**Run 1: sequential cells colored by netlist name**

Other sequential cells in the stronger gray, the rest of the logic in the fainter gray.
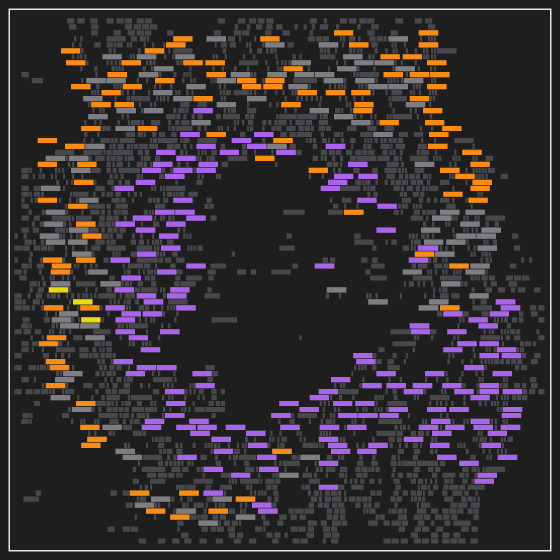
**Run 1: clock wiring as the flow saved it**

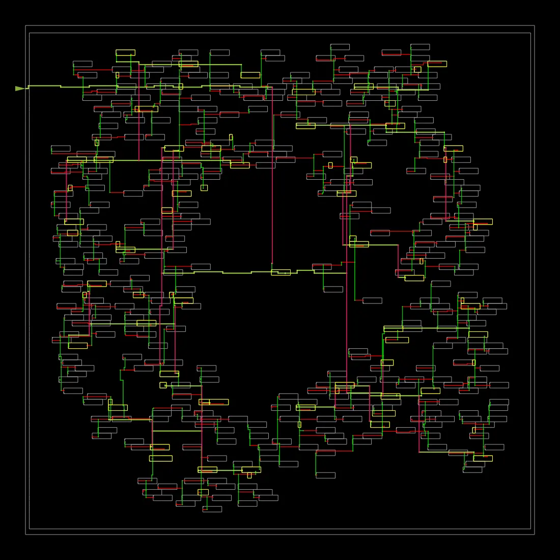
**Run 1: placement by cell class**

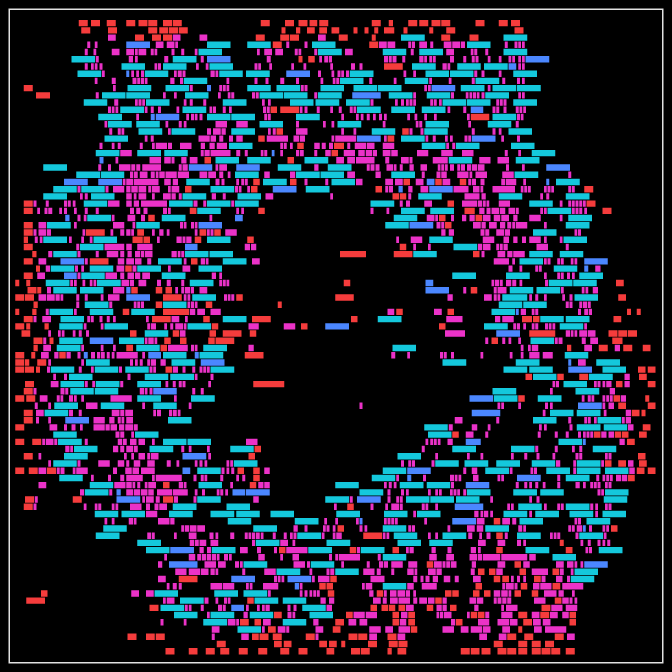
[src/rtl/pipelined_adder_n_if.sv]
// Operand/result handshake bundle for pipelined_adder_n.
// The master drives operands, flush and result ready; the slave returns ready and the result.
interface pipelined_adder_n_if #(
  parameter int N = 64
);
  logic         flush_i;
  logic         valid_i;
  logic         ready_o;
  logic         sub_i;
  logic         c_i;
  logic [N-1:0] a_i;
  logic [N-1:0] b_i;
  logic         valid_o;
  logic         ready_i;
  logic [N-1:0] s_o;
  logic         c_o;
  logic         v_o;
  logic         z_o;

  modport master (
    output flush_i, valid_i, sub_i, c_i, a_i, b_i, ready_i,
    input  ready_o, valid_o, s_o, c_o, v_o, z_o
  );

  modport slave (
    input  flush_i, valid_i, sub_i, c_i, a_i, b_i, ready_i,
    output ready_o, valid_o, s_o, c_o, v_o, z_o
  );
endinterface

[src/rtl/pipelined_adder_n.sv]
// Segmented N-bit add/sub resolving one CHUNK per stage, carry registered between stages.
// Latency STAGES cycles, 1 beat/cycle; a stalled output freezes every stage and drops ready_o.
module pipelined_adder_n #(
  parameter int N      = 64,
  parameter int STAGES = 4
) (
  input logic                clk_i,
  input logic                rst_ni,
  pipelined_adder_n_if.slave bus
);
  localparam int CW = N / STAGES;
  localparam int L  = STAGES - 1;
  localparam logic [N-1:0] CMASK = {N{1'b1}} >> (N - CW);

  if (N % STAGES != 0) begin : g_bad_split
    $error("pipelined_adder_n: N must be a multiple of STAGES");
  end

  logic         stall;
  logic [N-1:0] a_q [STAGES];
  logic [N-1:0] b_q [STAGES];
  logic [N-1:0] s_q [STAGES];
  logic         cy_q  [STAGES];
  logic         vld_q [STAGES];

  // Per-stage inputs: operands as they enter stage k, plus the partial sum of lower chunks.
  logic [N-1:0] a_d  [STAGES];
  logic [N-1:0] b_d  [STAGES];
  logic [N-1:0] sp_d [STAGES];
  logic [N-1:0] s_d  [STAGES];
  logic         cin_d [STAGES];
  logic         vld_d [STAGES];
  logic [CW:0]  ch_sum [STAGES];

  for (genvar k = 0; k < STAGES; k++) begin : g_stage
    if (k == 0) begin : g_head
      assign a_d[k]   = bus.a_i;
      assign b_d[k]   = bus.sub_i ? ~bus.b_i : bus.b_i;
      assign sp_d[k]  = '0;
      assign cin_d[k] = bus.sub_i | bus.c_i;
      assign vld_d[k] = bus.valid_i;
    end else begin : g_body
      assign a_d[k]   = a_q[k-1];
      assign b_d[k]   = b_q[k-1];
      assign sp_d[k]  = s_q[k-1];
      assign cin_d[k] = cy_q[k-1];
      assign vld_d[k] = vld_q[k-1];
    end

    assign ch_sum[k] = {1'b0, a_d[k][k*CW +: CW]} + {1'b0, b_d[k][k*CW +: CW]}
                     + {{CW{1'b0}}, cin_d[k]};
    assign s_d[k] = (sp_d[k] & ~(CMASK << (k*CW))) | (N'(ch_sum[k][CW-1:0]) << (k*CW));
  end

  assign stall       = vld_q[L] & ~bus.ready_i;
  assign bus.ready_o = ~stall;

  // Flush beats stall: valids clear even while the output is held, data simply stays put.
  always_ff @(posedge clk_i or negedge rst_ni) begin
    if (!rst_ni) begin
      for (int k = 0; k < STAGES; k++) begin
        vld_q[k] <= 1'b0;
        cy_q[k]  <= 1'b0;
        a_q[k]   <= '0;
        b_q[k]   <= '0;
        s_q[k]   <= '0;
      end
    end else begin
      for (int k = 0; k < STAGES; k++) begin
        if (bus.flush_i) begin
          vld_q[k] <= 1'b0;
        end else if (!stall) begin
          vld_q[k] <= vld_d[k];
        end
        if (!stall) begin
          cy_q[k] <= ch_sum[k][CW];
          a_q[k]  <= a_d[k];
          b_q[k]  <= b_d[k];
          s_q[k]  <= s_d[k];
        end
      end
    end
  end

  assign bus.valid_o = vld_q[L];
  assign bus.s_o     = vld_q[L] ? s_q[L] : '0;
  assign bus.c_o     = vld_q[L] & cy_q[L];
  assign bus.v_o     = vld_q[L] & (a_q[L][N-1] == b_q[L][N-1]) & (s_q[L][N-1] != a_q[L][N-1]);
  assign bus.z_o     = vld_q[L] & (s_q[L] == '0);
endmodule

[src/flat_wrapper.sv]
// flat-port wrapper written by rule: the top's interface ports become plain ports
module pipelined_adder_n_flat 
#(
  parameter int N      = 64,
  parameter int STAGES = 4
)
  (clk_i, rst_ni, bus_flush_i, bus_valid_i, bus_sub_i, bus_c_i, bus_a_i, bus_b_i, bus_ready_i, bus_ready_o, bus_valid_o, bus_s_o, bus_c_o, bus_v_o, bus_z_o);
  pipelined_adder_n_if #(.N(N)) bus_i ();
  input logic clk_i;
  input logic rst_ni;
  input wire logic [$bits(bus_i.flush_i)-1:0] bus_flush_i;
  input wire logic [$bits(bus_i.valid_i)-1:0] bus_valid_i;
  input wire logic [$bits(bus_i.sub_i)-1:0] bus_sub_i;
  input wire logic [$bits(bus_i.c_i)-1:0] bus_c_i;
  input wire logic [$bits(bus_i.a_i)-1:0] bus_a_i;
  input wire logic [$bits(bus_i.b_i)-1:0] bus_b_i;
  input wire logic [$bits(bus_i.ready_i)-1:0] bus_ready_i;
  output wire logic [$bits(bus_i.ready_o)-1:0] bus_ready_o;
  output wire logic [$bits(bus_i.valid_o)-1:0] bus_valid_o;
  output wire logic [$bits(bus_i.s_o)-1:0] bus_s_o;
  output wire logic [$bits(bus_i.c_o)-1:0] bus_c_o;
  output wire logic [$bits(bus_i.v_o)-1:0] bus_v_o;
  output wire logic [$bits(bus_i.z_o)-1:0] bus_z_o;
  assign bus_i.flush_i = bus_flush_i;
  assign bus_i.valid_i = bus_valid_i;
  assign bus_i.sub_i = bus_sub_i;
  assign bus_i.c_i = bus_c_i;
  assign bus_i.a_i = bus_a_i;
  assign bus_i.b_i = bus_b_i;
  assign bus_i.ready_i = bus_ready_i;
  assign bus_ready_o = bus_i.ready_o;
  assign bus_valid_o = bus_i.valid_o;
  assign bus_s_o = bus_i.s_o;
  assign bus_c_o = bus_i.c_o;
  assign bus_v_o = bus_i.v_o;
  assign bus_z_o = bus_i.z_o;
  pipelined_adder_n #(.N(N), .STAGES(STAGES)) u_core (.clk_i(clk_i), .rst_ni(rst_ni), .bus(bus_i));
endmodule
[config.mk]
export PLATFORM = sky130hd
export DESIGN_NAME = pipelined_adder_n_flat
export DESIGN_NICKNAME = d
export VERILOG_FILES = /design/src/rtl/pipelined_adder_n_if.sv /design/src/rtl/pipelined_adder_n.sv /design/src/flat_wrapper.sv
export SDC_FILE = /design/constraint.sdc
export NUM_CORES = 1
export LEC_CHECK = 0
export CAP_MARGIN = 30
export CORE_MARGIN = 1.5
export CORE_UTILIZATION = 30
export DETAILED_ROUTE_END_ITERATION = 10
export PLACE_DENSITY = 0.59
export SYNTH_ARGS = -nofsm -noshare
export SYNTH_HDL_FRONTEND = slang
export SYNTH_SLANG_ARGS = --single-unit
[constraint.sdc]
create_clock -name clk_i -period 2.3 [get_ports clk_i]
set_input_delay 0.46 -clock clk_i [delete_from_list [all_inputs] [get_ports clk_i]]
set_output_delay 0.46 -clock clk_i [all_outputs]
set_load 0.01 [all_outputs]
==> run summary, run 1 <==
fresh numbers from the pnr run: outcome=finished with violations, failing checks=negative setup slack, worst setup path class=flop to output pin, syn_nets=2217, CTS Root Cell=clkbuf_16, post-CTS setup buffer count=11, Post-synth ARST share=100%, final setup TNS=-0.740 ns, vias in the first global route=14.9k, worst slack at placement=-0.812 ns, VDD IR-drop max=0.000535 V, # nets final=2524, Netlist cell types=70, Post-Synthesis Cells=2014, drt first pass iters=5, Hold-fix buffers, CTS=1, slowest CP cell=dfrtp_1, leakage=11.1 nW, RSZ-0062 raised after global routing=true, routability cong.=0.863, number of buffers and inverters on the critical path=3, Synth Seq Share=51.3%, drt wl/cell=14.8 um, first-pass GRT wire length=75500 um, Worst slew margin=56.8%, Yosys Instances=2014, Hold Path Class=input pin to asynchronous set/reset pin, DRC Markers=0, Post-Synthesis Cell Area=17700 um^2, CTS tree=done, total power=20.0 mW, Clock power frac=34.1%, Sw Pwr=5.89 mW, DP HPWL=32700 um, ANT nets after route=0, crit end category=output pin, pwr dens=855 nW/um^2, FP Util=30.5%, gr usage total=15.5%, Biggest consumer=registers, Max Freq=358 MHz, final setup fails=6, largest reg by FF count=u_core.s_q, Seq pwr share=43.1%, Die H=246 um, yosys stat area=17700 um^2, Internal=14.1 mW, IO buf count=203, Clock Path Buffers=3, largest net degree at the start of global routing=116, cts repair resizes=244, clock skew=0.0252 ns, Final Max Slew Viols=0, H-tree level count=2, combinational fraction of design power=22.8%, Final WS setup=-0.493 ns, Synth flops=362, CP top delay family=simple AND/OR/NAND/NOR gates, latest clock arrival within the worst-skew pair=0.57 ns, number of vias per cell=4.56, Main synth FF type=dfrtp_1, Slew @ Worst Pin=0.649 ns
About 'sequential cells colored by netlist name':
purple -> `u_core.s_q`  # flops 160
orange -> `u_core.a_d`  # flops 96, where spread over the die
yellow -> `u_core.vld_d`  # flops 3
sequential power: 8.60 mW
sequential share of cell area: 38.8%
register area: 9060 um^2

About 'clock wiring as the flow saved it':
clk pwr: 6.80 mW
CLK BUF: 56
flip-flops: 362
clock sinks: 362

About 'placement by cell class':
cyan -> flops  # cells 362
blue -> clock drivers and dummy loads  # cells 78
red -> other buffers and delay cells  # cells 367
magenta -> combinational and other logic  # cells 1548
post-route cell area: 23300 um^2
Util after Layout: 40.3%
Core ar.: 57900 um^2
# rows: 88

run 1: area by class of cell:
class | count | area (um^2)
diodes | 1 | 2.50
multi-input cells | 1530 | 8490
clock inverters | 22 | 240
fillers | 5938 | 34600
flip-flops and latches | 362 | 9060
repair buffers | 367 | 3350
clock buffers | 56 | 1160
inverters | 18 | 75.1
well taps | 765 | 957
run 1: layout by cell type (no fill, tap or decap), types with 4 or more instances in the layout:
master,count
ha_1,60
clkinv_2,12
buf_2,36
nor2_1,59
nand4_1,13
o211ai_1,4
a211oi_1,6
o21bai_1,7
buf_4,139
bufinv_16,4
o21ai_1,6
buf_6,6
o21ai_0,98
a21o_1,18
clkdlybuf4s50_1,130
inv_1,15
o31ai_1,5
o21a_1,10
clkbuf_1,8
nand2_1,851
nor4_1,9
xor2_1,29
fa_2,8
clkbuf_16,42
and2_1,49
dlygate4sd2_1,32
nor3_1,8
nand2b_1,5
clkbuf_8,6
nor2_2,4
buf_12,16
nor4_2,8
nor2b_1,4
and2_4,18
dfrtp_1,360
xnor2_1,76
nand3_1,19
o21ai_2,8
a21oi_1,68
run 1: routing by layer:
| layer | wire, um | global-route usage (%) |
|---|---|---|
| met1 | 22100 | 20.9 |
| met2 | 21800 | 26.0 |
| met3 | 1530 | 2.19 |
| met4 | 774 | 4.29 |
| met5 | 0 | 0 |
run 1: cells in the mapped netlist, types with 3 or more instances:
cell / count / share of area (%)
o21ai_2: 4 / 0.20
a21o_1: 18 / 0.76
nand2_1: 853 / 18
fa_1: 8 / 0.91
a21boi_0: 4 / 0.17
nor2b_1: 5 / 0.18
nor4_1: 19 / 0.67
and2_1: 67 / 2.4
o21a_1: 10 / 0.42
xnor2_1: 78 / 3.9
a21oi_1: 71 / 2.0
a211oi_1: 8 / 0.34
o21bai_1: 8 / 0.34
buf_1: 10 / 0.21
o21ai_0: 105 / 3.0
xor2_1: 31 / 1.5
inv_1: 18 / 0.38
nand2b_1: 5 / 0.18
o21ai_1: 4 / 0.11
o31ai_1: 8 / 0.34
a221oi_1: 3 / 0.15
a211oi_2: 3 / 0.21
nand3b_1: 3 / 0.13
o211ai_1: 4 / 0.17
nand3_1: 21 / 0.59
clkbuf_8: 4 / 0.31
ha_1: 60 / 4.2
clkbuf_1: 49 / 1.0
buf_2: 40 / 1.1
dfrtp_1: 362 / 51
nor2_1: 62 / 1.3
nand4_1: 13 / 0.46
nor3_1: 9 / 0.25
run 1: path summary, 6_finish.rpt:
check / start / endpoint / slack (ns) / cells past startpoint
max: u_core.s_q[50] / bus_z_o / -0.49 / 6
min: rst_ni / u_core.a_d[168] / 0.37 / 2
max reg2reg: u_core.cin_d[1] / u_core.s_q[110] / -0.09 / 8
min reg2reg: u_core.s_q[78] / u_core.s_q[14] / 0.47 / 2
max in group asynchronous: rst_ni / u_core.s_q[80] / 1.16 / 3
min in group clk_i: bus_a_i[37] / u_core.a_d[165] / 0.42 / 3
run 1: logic make-up after synthesis:
family	share of synthesized area [%]
and+or+nand+nor	25.2
muxes	0.113
buffers and inverters	3.11
DFF	51.3
AOI/OAI and AO/OA	9.73
adders and majority gates	5.16
xor gates and xnor gates	5.40
==> run 2, diff against run 1 <==
Settings changed: GPL_TIMING_DRIVEN from default to 0, PLACE_DENSITY 0.59 to default, PLACE_DENSITY_LB_ADDON from default to 0.2.
**Run 2: clock network drawn from the DEF**

Scale bar: 50 um.
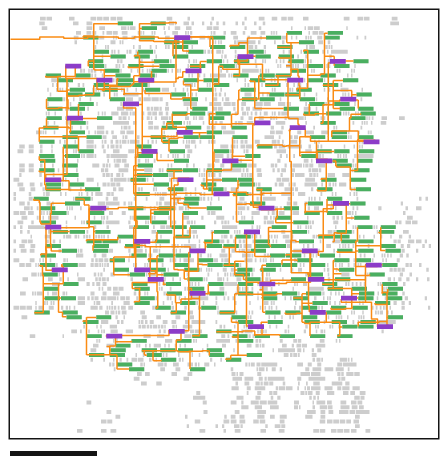
orange -> clock wires  # length 5010 um
green -> flip-flops  # count 362
purple -> clock drivers  # count 42
routed clock nets = 43

**Run 2: sequential cells colored by netlist name**

Other sequential cells in the stronger gray, the rest of the logic in the fainter gray.
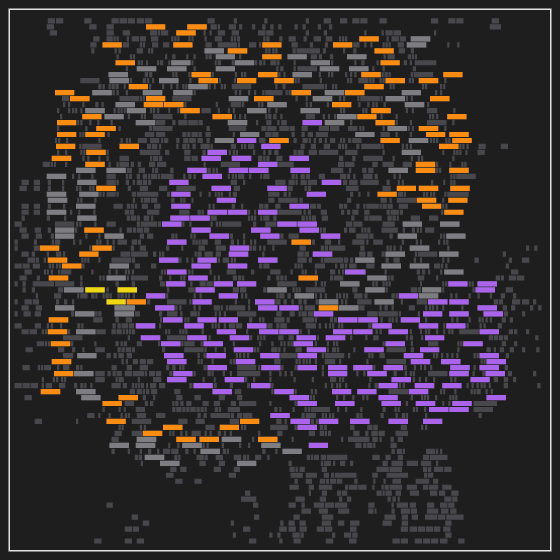
purple -> `u_core.s_q`  # flops 160
orange -> `u_core.a_d`  # flops 96, where spread over the die
yellow -> `u_core.vld_d`  # flops 3

==> run 2 against run 1 <==
Synthesized cell count stayed put. Register-to-register slack worse by 0.06 ns. Via count grew 2.1%. Worst hold slack better by 0.048 ns. Worst setup slack worse by 0.045 ns. Die size unchanged. Critical path depth is 1 lower. The flow still finishes with violations (negative setup slack). Combinational power decreased by 11%. First-iteration DRC count up 20%. Fmax decreased by 1.6%. Sequential power grew 0.9%.
==> run summary, run 2 <==
fresh numbers from the pnr run: GR Layer Usage met2=29.9%, final setup fails=10, slowest CP cell=or4_4, post-route cell area=23100 um^2, clock skew=0.0170 ns, Largest type area fraction=51.3%, final hold violations=0, final hold slack=0.421 ns, CTS Root Cell=clkbuf_16, pwr dens=866 nW/um^2, reg2reg setup slack=-0.15 ns, Area Overhead vs Synth=30.6%, CTS tree=done, Placed Cells=2984, largest fanout on the critical path=2, Max Freq=352 MHz, critical-path cell list=or4_4 > nor4_2 > nand3_1 > nor4_4 > buf_2, final wirelength=55200 um, Max-Cap Viols=0, antenna violations before repair=1, final setup TNS=-1.15 ns, # rows=88, Yosys Instances=2014, Antenna diodes=0, logic area=8670 um^2, Worst slew margin=51.8%, VDD IR-drop max=0.000464 V, number of buffers and inverters on the critical path=1, total power=20.0 mW, # fillers=5982, RSZ-0062 raised after global routing=true, outcome=finished with violations, Die Wd=246 um, Final WS setup=-0.538 ns, H-tree level count=2, grt met3 use=3.50%, final worst path period need=2.84 ns, latest clock arrival within the worst-skew pair=0.56 ns, DR iter-0 viols=896, first-pass GRT wire length=84600 um, leakage=10.8 nW, Hold Path Class=input pin to asynchronous set/reset pin, max reg flops=160, Netlist cell types=70, drt first pass iters=5, count leader, synth=nand2_1, Yosys warnings=0, Cell area leaders=dfrtp_1 51%, nand2_1 18%, ha_1 4.2%, Log Warnings=33, Die ar.=60400 um^2, R2R depth=8, crit path to=bus_z_o, syn_nets=2217, Post-Synthesis Cells=2014, Synth flops=362, Core ar.=57900 um^2, yosys stat area=17700 um^2, Sw Pwr=5.81 mW, Slew @ Worst Pin=0.723 ns, CP Launch Type=flop, worst slack at placement=-1.21 ns, crit end category=output pin, CP top delay family=simple AND/OR/NAND/NOR gates, Die H=246 um, worst path required time=1.84 ns, Post-synth ARST share=100%, critical path launch point=u_core.s_q[36], most frequent cells after synthesis=853 x nand2_1, 362 x dfrtp_1, 105 x o21ai_0, global route overflow=0, fraction of layout cells with a size suffix above 1=16.3%, clk slew on worst S/H paths=0.06 ns, Main synth FF type=dfrtp_1, Post-synth EDFFs=0, clock sinks=362, Internal=14.2 mW, met1 GRT Util=24.7%, worst setup path class=flop to output pin, largest reg by FF count=u_core.s_q, Reg-to-Reg End=u_core.s_q[110], largest net degree at the start of global routing=111, routability cong.=0.820, Crit. path cell count=5, gr usage total=18.4%, vias in the first global route=14.7k, failing checks=negative setup slack, reg-to-reg critical path startpoint=u_core.b_d[96], placement-stage cell area=20800 um^2, Tcrit/Tclk final=123%, Crit path arrival time=2.38 ns, I/O pins=204, Post-Synthesis Cell Area=17700 um^2, Clock power frac=36.1%, IO buf count=202, Synth area leader=dfrtp_1, Most Crowded Layer GR=met2, drt wl/cell=17.8 um, Final Max Slew Viols=0, Synth Seq Share=51.3%, number of vias per cell=4.68, # nets final=2509, register area=9060 um^2, Clock Path Buffers=3, via count=14.5k, Worst path max stage delay=0.56 ns, combinational fraction of design power=20.4%, Top Layout Cells=851 x nand2_1, 360 x dfrtp_1, 129 x clkdlybuf4s50_1, ANT nets after route=0, DP HPWL=40700 um, Synth Area per Inst=8.77 um^2, FP Util=30.5%, most frequent logic cell in the layout=nand2_1, Seq pwr share=43.4%, switching share of power=29.1%, DRC Markers=0, CTS buffer count=42, Finished Layout Cells=3104, Util after Layout=39.8%
## run 2: final cells by class
| cell class | instances | share of cell area, % |
|---|---|---|
| Sequential cell | 362 | 39.3 |
| Multi-Input combinational cell | 1530 | 37.6 |
| Inverter | 18 | 0.293 |
| Tap cell | 765 | 4.15 |
| Buffer | 101 | 2.74 |
| Timing Repair Buffer | 251 | 9.33 |
| Clock buffer | 68 | 5.99 |
| Clock inverter | 9 | 0.640 |
## run 2: cells by family (layout without fill, tap and decap cells)
kind of cell | count (synthesis) | after routing | synth area share (%)
xor+xnor | 109 | 109 | 5.40
compound gates | 275 | 275 | 9.73
mux | 2 | 2 | 0.113
flops | 362 | 362 | 51.3
buf+inv | 122 | 447 | 3.11
fa+ha+maj | 68 | 68 | 5.16
simple gates | 1076 | 1076 | 25.2
## run 2: metal layers
layer / part of all wire [%] / routed length (um)
met5: 0 / 0
met4: 2.4 / 1310
met3: 4.8 / 2660
met2: 47 / 25700
met1: 46 / 25600
## run 2: worst reg2reg max path, stage by stage (launching register included)
cell and delay (ns):
dfrtp_1 0.40, fa_2 0.42, fa_2 0.38, a211o_1 0.30
o211ai_4 0.14, o221ai_4 0.17, o31ai_2 0.28, xor2_1 0.17
a21oi_1 0.07
## run 2: worst min path at each step
stage / end / slack, ns / depth (start not counted)
final: u_core.b_d[185] / 0.42 / 2
after global routing: u_core.a_d[157] / 0.42 / 3
after CTS: u_core.a_d[157] / 0.39 / 3
after detailed placement: u_core.a_d[120] / 0.43 / 1
after global placement: u_core.s_q[79] / 0.45 / 2
after floorplan: u_core.a_d[100] / 0.16 / 0
## run 2: timing repair
action                     in CTS  in global routing
gates resized                 225                187
pin swaps                      44                 46
setup endpoints to repair     418                118
hold buffers                    1                  0
buffers inserted               33                 15
hold endpoints to repair       56                  0
## run 2: power by group through the flow
stage | Combinational, mW | Sequential (mW) | Clock, mW
after CTS | 3.88 | 8.65 | 7.39
after detailed placement | 3.61 | 8.71 | 0
after floorplan | 2.48 | 8.39 | 0
final | 4.08 | 8.68 | 7.21
after global routing | 4.58 | 8.84 | 7.62
after global placement | 3.55 | 8.71 | 0
==> run 3, diff against run 2 <==
Settings changed: PLACE_DENSITY from default to 0.51, PLACE_DENSITY_LB_ADDON 0.2 to default.
Clock period 2.3 ns to 3.2 ns, I/O delays scaled along.
**Run 3: placement by cell class**

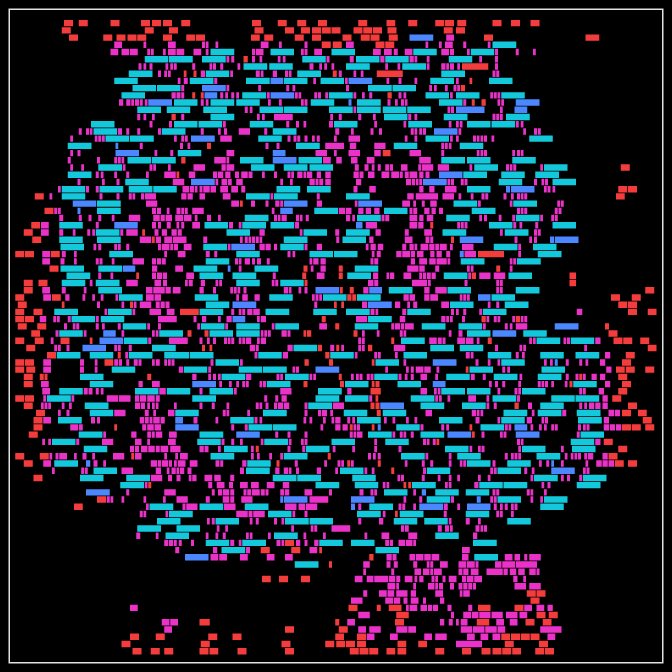
post-route cell area: 22200 um^2
sequential share of cell area: 40.9%
Util after Layout: 38.3%

**Run 3: clock network drawn from the DEF**

Scale bar: 50 um.
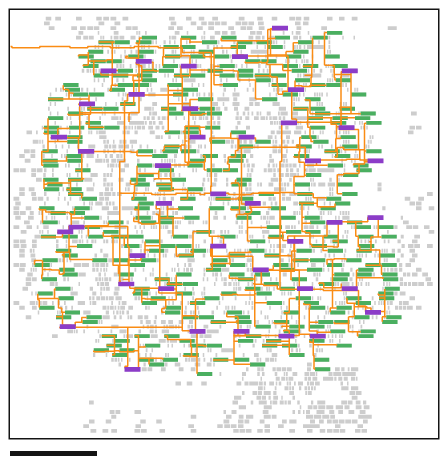
orange -> clock wires  # length 5100 um
green -> flip-flops  # count 362
purple -> clock drivers  # count 41
routed clock nets = 42
Clock power frac: 35.0%
latest clock arrival within the worst-skew pair: 0.57 ns
clk pwr: 4.73 mW
clock skew: 0.0231 ns

==> run 3 against run 2 <==
The flow now finishes without violations. Final cell count is 1.4% lower. Sequential power is 28% lower. Worst hold slack got worse by 0.41 ns. Worst setup slack improved by 0.57 ns. Flip-flop count stayed put. Via count is 1.7% lower. Power is 32% lower. Wire length decreased by 3.9%. Synthesized cell count unchanged. Area after synthesis unchanged. Clock power fell by 34%. Sequential share of layout area grew 1.6 points. Critical path type unchanged. Highest routed layer unchanged.
==> run summary, run 3 <==
fresh numbers from the pnr run: Core ar.=57900 um^2, Post-synth EDFFs=0, largest net degree at the start of global routing=106, Largest type area fraction=51.3%, Log Warnings=33, Area Overhead vs Synth=25.5%, vias in the first global route=14.2k, first-pass GRT wire length=81900 um, Post-Synthesis Cell Area=17700 um^2, CTS buffer count=41, Finished Layout Cells=3059, drt wl/cell=17.4 um, CP top delay family=buffers and inverters, Cell area leaders=dfrtp_1 51%, nand2_1 18%, ha_1 4.2%, Post-Synthesis Cells=2014, Die Wd=246 um, gr usage total=17.7%, Tcrit/Tclk final=98.9%, worst setup path class=flop to output pin, VDD IR-drop max=0.000325 V, Placed Cells=2984, clock sinks=362, pwr dens=610 nW/um^2, # rows=88, CTS tree=done, final setup fails=0, final wirelength=53100 um, final worst path period need=3.17 ns, Synth flops=362, count leader, synth=nand2_1, DRC Markers=0, Hold-fix buffers, CTS=0, # nets final=2466, Die ar.=60400 um^2, FP Util=30.5%, worst path required time=2.56 ns, Final WS setup=0.0340 ns, largest reg by FF count=u_core.s_q, Netlist cell types=70, Synth Seq Share=51.3%, most frequent logic cell in the layout=nand2_1, Clock Path Buffers=3, routability cong.=0.848, worst slack at placement=-0.692 ns, Yosys warnings=0, crit end category=output pin, Worst path max stage delay=0.61 ns, Synth Area per Inst=8.77 um^2, number of vias per cell=4.66, final hold violations=0, RSZ-0062 raised after global routing=true, final hold slack=0.00934 ns, Post-synth ARST share=100%, Crit path arrival time=2.53 ns, IO buf count=202, largest fanout on the critical path=5, critical-path cell list=or3b_2 > a21boi_1 > clkdlybuf4s50_1, ANT nets after route=0, total power=13.5 mW, CP Launch Type=flop, placement-stage cell area=20700 um^2, clk slew on worst S/H paths=0.06 ns, number of buffers and inverters on the critical path=1, Max Freq=316 MHz, outcome=completed, Top Layout Cells=853 x nand2_1, 361 x dfrtp_1, 199 x clkdlybuf4s50_1, Max-Cap Viols=0, most frequent cells after synthesis=853 x nand2_1, 362 x dfrtp_1, 105 x o21ai_0, Yosys Instances=2014, final setup TNS=0 ns, Main synth FF type=dfrtp_1, fraction of layout cells with a size suffix above 1=6.67%, global route overflow=0, DR iter-0 viols=793, Final Max Slew Viols=0, CTS Root Cell=clkbuf_16, I/O pins=204, H-tree level count=2, Die H=246 um, DP HPWL=40600 um, antenna violations before repair=1, Worst slew margin=41.5%, via count=14.3k, slowest CP cell=clkdlybuf4s50_1, syn_nets=2217, leakage=10.1 nW, max reg flops=160, Hold Path Class=input pin to asynchronous set/reset pin, Slew @ Worst Pin=0.878 ns, Synth area leader=dfrtp_1, yosys stat area=17700 um^2, drt first pass iters=5
==> run 3: cell counts after synthesis <==
No cell type changed its count.
==> run 3: worst reg2reg max path, stage by stage (launching register included) <==
cell and delay (ns):
dfrtp_1 0.40, fa_1 0.47, fa_1 0.42, a21oi_1 0.27, o21a_1 0.24, o21ai_1 0.12, a221oi_1 0.34, xor2_1 0.25
a21oi_1 0.11
==> run 3: per-layer routing <==
layer	GRT usage, %	part of all wire, %	vias up
met4	4.40	1.7	0
met3	3.20	5.4	60
met1	24.5	47	6872
li1	-	-	7040
met2	28.5	46	289
met5	0	0	-
==> run 3: kinds of logic (layout without fill, tap and decap cells) <==
logic type / count (synthesis) / count (layout) / share of synthesized area, %
simple gates: 1076 / 1076 / 25.2
flops: 362 / 362 / 51.3
compound gates: 275 / 275 / 9.73
buf+inv: 122 / 401 / 3.11
xor+xnor: 109 / 109 / 5.40
fa+ha+maj: 68 / 68 / 5.16
mux: 2 / 2 / 0.113
other cells: 0 / 1 / 0
==> run 3: worst paths after layout <==
path / depth (start not counted) / end / slack (ns) / from
worst max-delay path: 3 / bus_v_o / 0.03 / u_core.s_q[63]
worst min-delay path: 1 / u_core.b_d[185] / 0.009 / rst_ni
worst max register to register: 8 / u_core.s_q[156] / 0.43 / u_core.cin_d[2]
worst min register to register: 2 / u_core.a_d[115] / 0.46 / u_core.a_d[179]
max in group asynchronous: 3 / u_core.bus.valid_o / 1.82 / rst_ni
min in group clk_i: 2 / u_core.a_d[115] / 0.46 / u_core.a_d[179]
==> run 3: repair_timing <==
action / in CTS / in global routing
setup buffers: 0 / 2
resized: 19 / 1
pin swaps: 1 / 2
setup endpoints to repair: 43 / 12
gates cloned: 0 / 0
==> run 3: area by class of cell <==
type                       count  area (um^2)
buffer                       103          499
antenna                        1         2.50
sequential                   362         9060
multi-input combinational   1530         8100
timing repair buffer         207         2130
tap                          765          957
clock inverter                10         81.3
fill                        6067        35700
clock buffer                  63         1270
inverter                      18         67.6
==> run 3: where the power goes <==
part / total, mW / internal, mW / switching (mW)
Combinational: 2.58 / 1.16 / 1.41
Sequential: 6.21 / 5.54 / 0.668
Clock: 4.73 / 2.81 / 1.92
Power is estimated from default activity; no workload was simulated.
